## config.mk

```make
export PLATFORM = sky130hd
export DESIGN_NAME = piezo_tune_seq_flat
export DESIGN_NICKNAME = d
export VERILOG_FILES = /design/src/rtl/piezo_tune_seq_if.sv /design/src/rtl/piezo_tune_seq.sv /design/src/flat_wrapper.sv
export SDC_FILE = /design/constraint.sdc
export NUM_CORES = 1
export LEC_CHECK = 0
export ABC_AREA = 1
export ABC_CLOCK_PERIOD_IN_PS = 3100
export CORE_AREA = 8 8 88 90
export DETAILED_ROUTE_END_ITERATION = 12
export DIE_AREA = 0 0 96 98
export PLACE_DENSITY_LB_ADDON = 0.25
export SLEW_MARGIN = 30
export SYNTH_ARGS = -nofsm -noshare
export SYNTH_HDL_FRONTEND = slang
export SYNTH_SLANG_ARGS = --single-unit
```

## constraint.sdc

```tcl
create_clock -name clk -period 3.1 [get_ports clk]
set_input_delay 0.465 -clock clk [delete_from_list [all_inputs] [get_ports clk]]
set_output_delay 0.465 -clock clk [all_outputs]
set_load 0.02 [all_outputs]
```

## src/rtl/piezo_tune_seq_if.sv

```systemverilog
// Sequencer <-> control/piezo datapath bundle.
// master = sequencer side, slave = system control and duration counter side.
interface piezo_tune_seq_if;
  logic        start;
  logic        abort;
  logic        note_over;
  logic        dur_clr;
  logic        dur_en;
  logic [7:0]  note_dur;
  logic [14:0] note_per;
  logic        snd_en;
  logic        busy;
  logic        done;

  modport master (
    input  start,
    input  abort,
    input  note_over,
    output dur_clr,
    output dur_en,
    output note_dur,
    output note_per,
    output snd_en,
    output busy,
    output done
  );

  modport slave (
    output start,
    output abort,
    output note_over,
    input  dur_clr,
    input  dur_en,
    input  note_dur,
    input  note_per,
    input  snd_en,
    input  busy,
    input  done
  );
endinterface

```

## src/rtl/piezo_tune_seq.sv

```systemverilog
// Four-note fanfare sequencer for the piezo path.
// Drives the shared duration counter for both notes and inter-note gaps.
module piezo_tune_seq #(
  parameter int TICK_DIV  = 500000,
  parameter int GAP_TICKS = 2
) (
  input logic              clk,
  input logic              rst,
  piezo_tune_seq_if.master bus
);
  localparam int PW = (TICK_DIV > 1) ? $clog2(TICK_DIV) : 1;
  localparam logic [PW-1:0] TICK_LAST = PW'(TICK_DIV - 1);
  localparam logic [7:0] GAP_DUR = 8'(GAP_TICKS);

  typedef enum logic [2:0] {
    IDLE, LOAD_N, PLAY, LOAD_G, GAP
  } state_t;

  state_t        state;
  state_t        state_nxt;
  logic [1:0]    idx;
  logic [PW-1:0] pre;
  logic          tick;
  logic          fin;
  logic          done_q;
  logic          timing;
  logic [14:0]   rom_per;
  logic [7:0]    rom_dur;

  always_comb begin
    rom_per = 15'd0;
    rom_dur = 8'd0;
    unique case (idx)
      2'd0: begin rom_per = 15'd31888; rom_dur = 8'd25; end
      2'd1: begin rom_per = 15'd23889; rom_dur = 8'd25; end
      2'd2: begin rom_per = 15'd18961; rom_dur = 8'd25; end
      2'd3: begin rom_per = 15'd15944; rom_dur = 8'd50; end
    endcase
  end

  assign timing = (state == PLAY) || (state == GAP);
  assign tick   = (pre == TICK_LAST);
  // abort wins over a coinciding note_over, so no done in that case
  assign fin    = (state == PLAY) && bus.note_over
                  && (idx == 2'd3) && !bus.abort;

  always_ff @(posedge clk) begin
    if (rst) begin
      state  <= IDLE;
      idx    <= 2'd0;
      done_q <= 1'b0;
    end else begin
      state  <= state_nxt;
      done_q <= fin;
      if (state_nxt == IDLE)
        idx <= 2'd0;
      else if (state == GAP && state_nxt == LOAD_N)
        idx <= idx + 2'd1;
    end
  end

  always_ff @(posedge clk) begin
    if (rst)
      pre <= '0;
    else if (timing && !tick)
      pre <= pre + 1'b1;
    else
      pre <= '0;
  end

  always_comb begin
    state_nxt = state;
    unique case (state)
      IDLE:
        if (bus.start && !bus.abort) state_nxt = LOAD_N;
      LOAD_N:
        state_nxt = bus.abort ? IDLE : PLAY;
      PLAY:
        if (bus.abort)
          state_nxt = IDLE;
        else if (bus.note_over)
          state_nxt = (idx == 2'd3) ? IDLE : LOAD_G;
      LOAD_G:
        state_nxt = bus.abort ? IDLE : GAP;
      GAP:
        if (bus.abort)
          state_nxt = IDLE;
        else if (bus.note_over)
          state_nxt = LOAD_N;
      default:
        state_nxt = IDLE;
    endcase
  end

  always_comb begin
    bus.dur_clr  = 1'b0;
    bus.dur_en   = 1'b0;
    bus.note_dur = 8'd0;
    bus.note_per = 15'd0;
    bus.snd_en   = 1'b0;
    bus.busy     = (state != IDLE);
    bus.done     = done_q;
    unique case (state)
      IDLE: ;
      LOAD_N: begin
        bus.dur_clr  = 1'b1;
        bus.note_per = rom_per;
        bus.note_dur = rom_dur;
      end
      PLAY: begin
        bus.snd_en   = 1'b1;
        bus.dur_en   = tick;
        bus.note_per = rom_per;
        bus.note_dur = rom_dur;
      end
      LOAD_G: begin
        bus.dur_clr  = 1'b1;
        bus.note_dur = GAP_DUR;
      end
      GAP: begin
        bus.dur_en   = tick;
        bus.note_dur = GAP_DUR;
      end
      default: ;
    endcase
  end
endmodule

```

## src/flat_wrapper.sv

```systemverilog
// flat-port wrapper written by rule: the top's interface ports become plain ports
module piezo_tune_seq_flat 
#(
  parameter int TICK_DIV  = 500000,
  parameter int GAP_TICKS = 2
)
  (clk, rst, bus_start, bus_abort, bus_note_over, bus_dur_clr, bus_dur_en, bus_note_dur, bus_note_per, bus_snd_en, bus_busy, bus_done);
  piezo_tune_seq_if bus_i ();
  input logic clk;
  input logic rst;
  input wire logic [$bits(bus_i.start)-1:0] bus_start;
  input wire logic [$bits(bus_i.abort)-1:0] bus_abort;
  input wire logic [$bits(bus_i.note_over)-1:0] bus_note_over;
  output wire logic [$bits(bus_i.dur_clr)-1:0] bus_dur_clr;
  output wire logic [$bits(bus_i.dur_en)-1:0] bus_dur_en;
  output wire logic [$bits(bus_i.note_dur)-1:0] bus_note_dur;
  output wire logic [$bits(bus_i.note_per)-1:0] bus_note_per;
  output wire logic [$bits(bus_i.snd_en)-1:0] bus_snd_en;
  output wire logic [$bits(bus_i.busy)-1:0] bus_busy;
  output wire logic [$bits(bus_i.done)-1:0] bus_done;
  assign bus_i.start = bus_start;
  assign bus_i.abort = bus_abort;
  assign bus_i.note_over = bus_note_over;
  assign bus_dur_clr = bus_i.dur_clr;
  assign bus_dur_en = bus_i.dur_en;
  assign bus_note_dur = bus_i.note_dur;
  assign bus_note_per = bus_i.note_per;
  assign bus_snd_en = bus_i.snd_en;
  assign bus_busy = bus_i.busy;
  assign bus_done = bus_i.done;
  piezo_tune_seq #(.TICK_DIV(TICK_DIV), .GAP_TICKS(GAP_TICKS)) u_core (.clk(clk), .rst(rst), .bus(bus_i));
endmodule
```

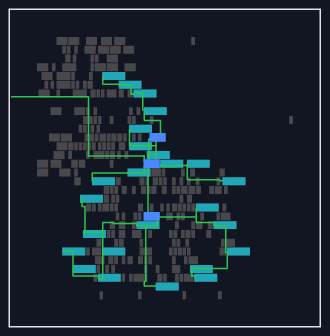
Fig. 1. Clock wires, drivers and flops.
legend:
  blue:
    item: clock drivers
    count: 3
  cyan:
    item: flip-flops
    count: 25
  green:
    item: clock wires
    length: 361 um
routed clock nets: 4
Clock power frac: 33.5%
clk pwr: 195 uW

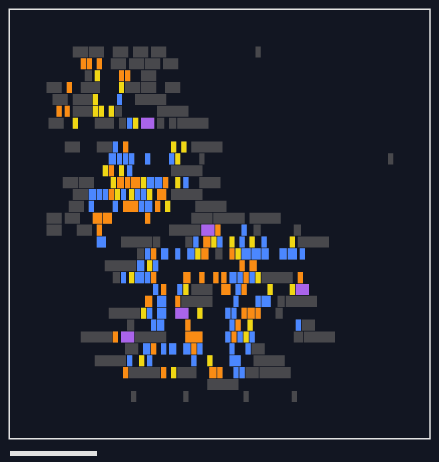
Fig. 2. Gate-type map.
Scale bar: 20 um.
legend:
  blue:
    family: nand cells
    cells: 78
    most_used: nand2_1
  purple:
    family: xor and xnor cells
    cells: 5
    most_used: xor2_1
  orange:
    family: nor cells
    cells: 55
    most_used: nor2_1
  yellow:
    family: inv cells
    cells: 39
    most_used: inv_1

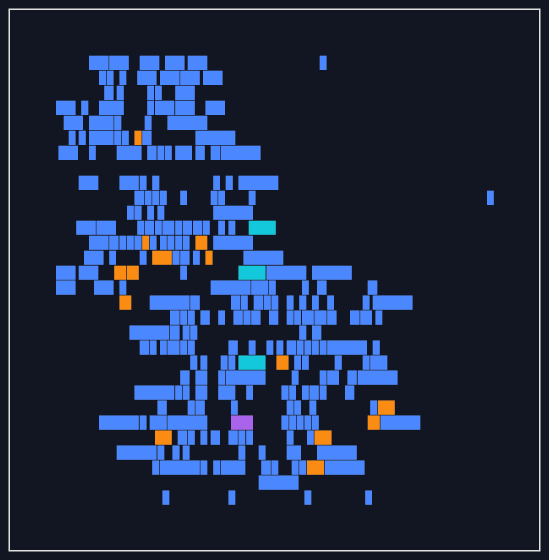
Fig. 3. Cells by drive strength.
legend:
  cyan:
    size: _6 and larger
    cells: 3
    most_used: clkbuf_8
  purple:
    size: _3 and _4 cells
    cells: 1
    most_used: nor2_4
  blue:
    size: _0 and _1 cells
    cells: 245
    most_used: nand2_1
  orange:
    size: _2 cells
    cells: 14

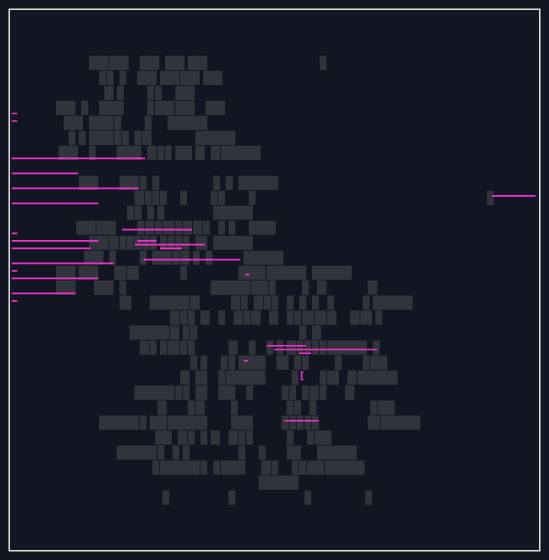
Fig. 4. M3 wires.
Cells faint in the background.
longest straight run: 23.9 um
share of all routed wire: 6.8%
nets with wire on the layer: 25
main direction: horizontal
wire length on this layer: 244 um
via count: 1,434
M3 GR Usage: 2.53%
total wire length: 3.56 mm

==> results.json <==
{
  "comb-power_uw": 63.4,
  "initial_core_util_pct": 23.8,
  "placed_area_mm2": 0.00183,
  "whs_path_depth": 2,
  "yosys_most_used_dff": "dfxtp_1",
  "drive_above_1_share_pct": 6.84,
  "outcome": "completed",
  "drt_first_iter_violations": 100,
  "post-cts-setup-buffers": 0,
  "busiest_layer": "met2",
  "aoi_share_pct": 7.13,
  "post-place-ws_ps": 765,
  "most_common_cell": "nand2_1",
  "synth-edff-count": 0,
  "lay_top_cells": "nand2_1 (54), nor2_1 (40), inv_1 (36)",
  "dr_wl_met2_mm": 1.44,
  "dieWidth_um": 96,
  "synthXorXnorAreaFrac_pct": 2.83,
  "hold_buffers": 0,
  "grt_antenna_before_repair": 0,
  "chip_area_mm2": 0.00941,
  "antennaDiodeCount": 0,
  "grt_pass1_wl_mm": 6.04,
  "timing_worst_setup_path_type": "reg2out",
  "die-height_um": 98,
  "path_max_fanout": 6,
  "final_nets": 274,
  "power_leader": "sequential cells",
  "ir_drop_mv": 0.134
}
==> tightest hold or removal path: stages (launching register included) <==
cell and delay (ps):
dfxtp_1 330, nand2_1 60, a21oi_1 50
==> registers in the layout (all words and copies together) (netlist names) <==
signal / count
u_core.bus.done: 1
u_core.pre: 19
u_core.state: 3
u_core.idx: 2
==> path summary, 6_finish.rpt <==
path | end | slack, ps | from
worst max-delay path | bus_dur_en | 450 | u_core.pre[0]$_SDFF_PP0_
worst min register to register | u_core.pre[12]$_SDFF_PP0_ | 480 | u_core.pre[12]$_SDFF_PP0_
worst min-delay path | u_core.pre[12]$_SDFF_PP0_ | 480 | u_core.pre[12]$_SDFF_PP0_
worst max register to register | u_core.pre[1]$_SDFF_PP0_ | 1350 | u_core.pre[0]$_SDFF_PP0_
Power is estimated from default activity; no workload was simulated.
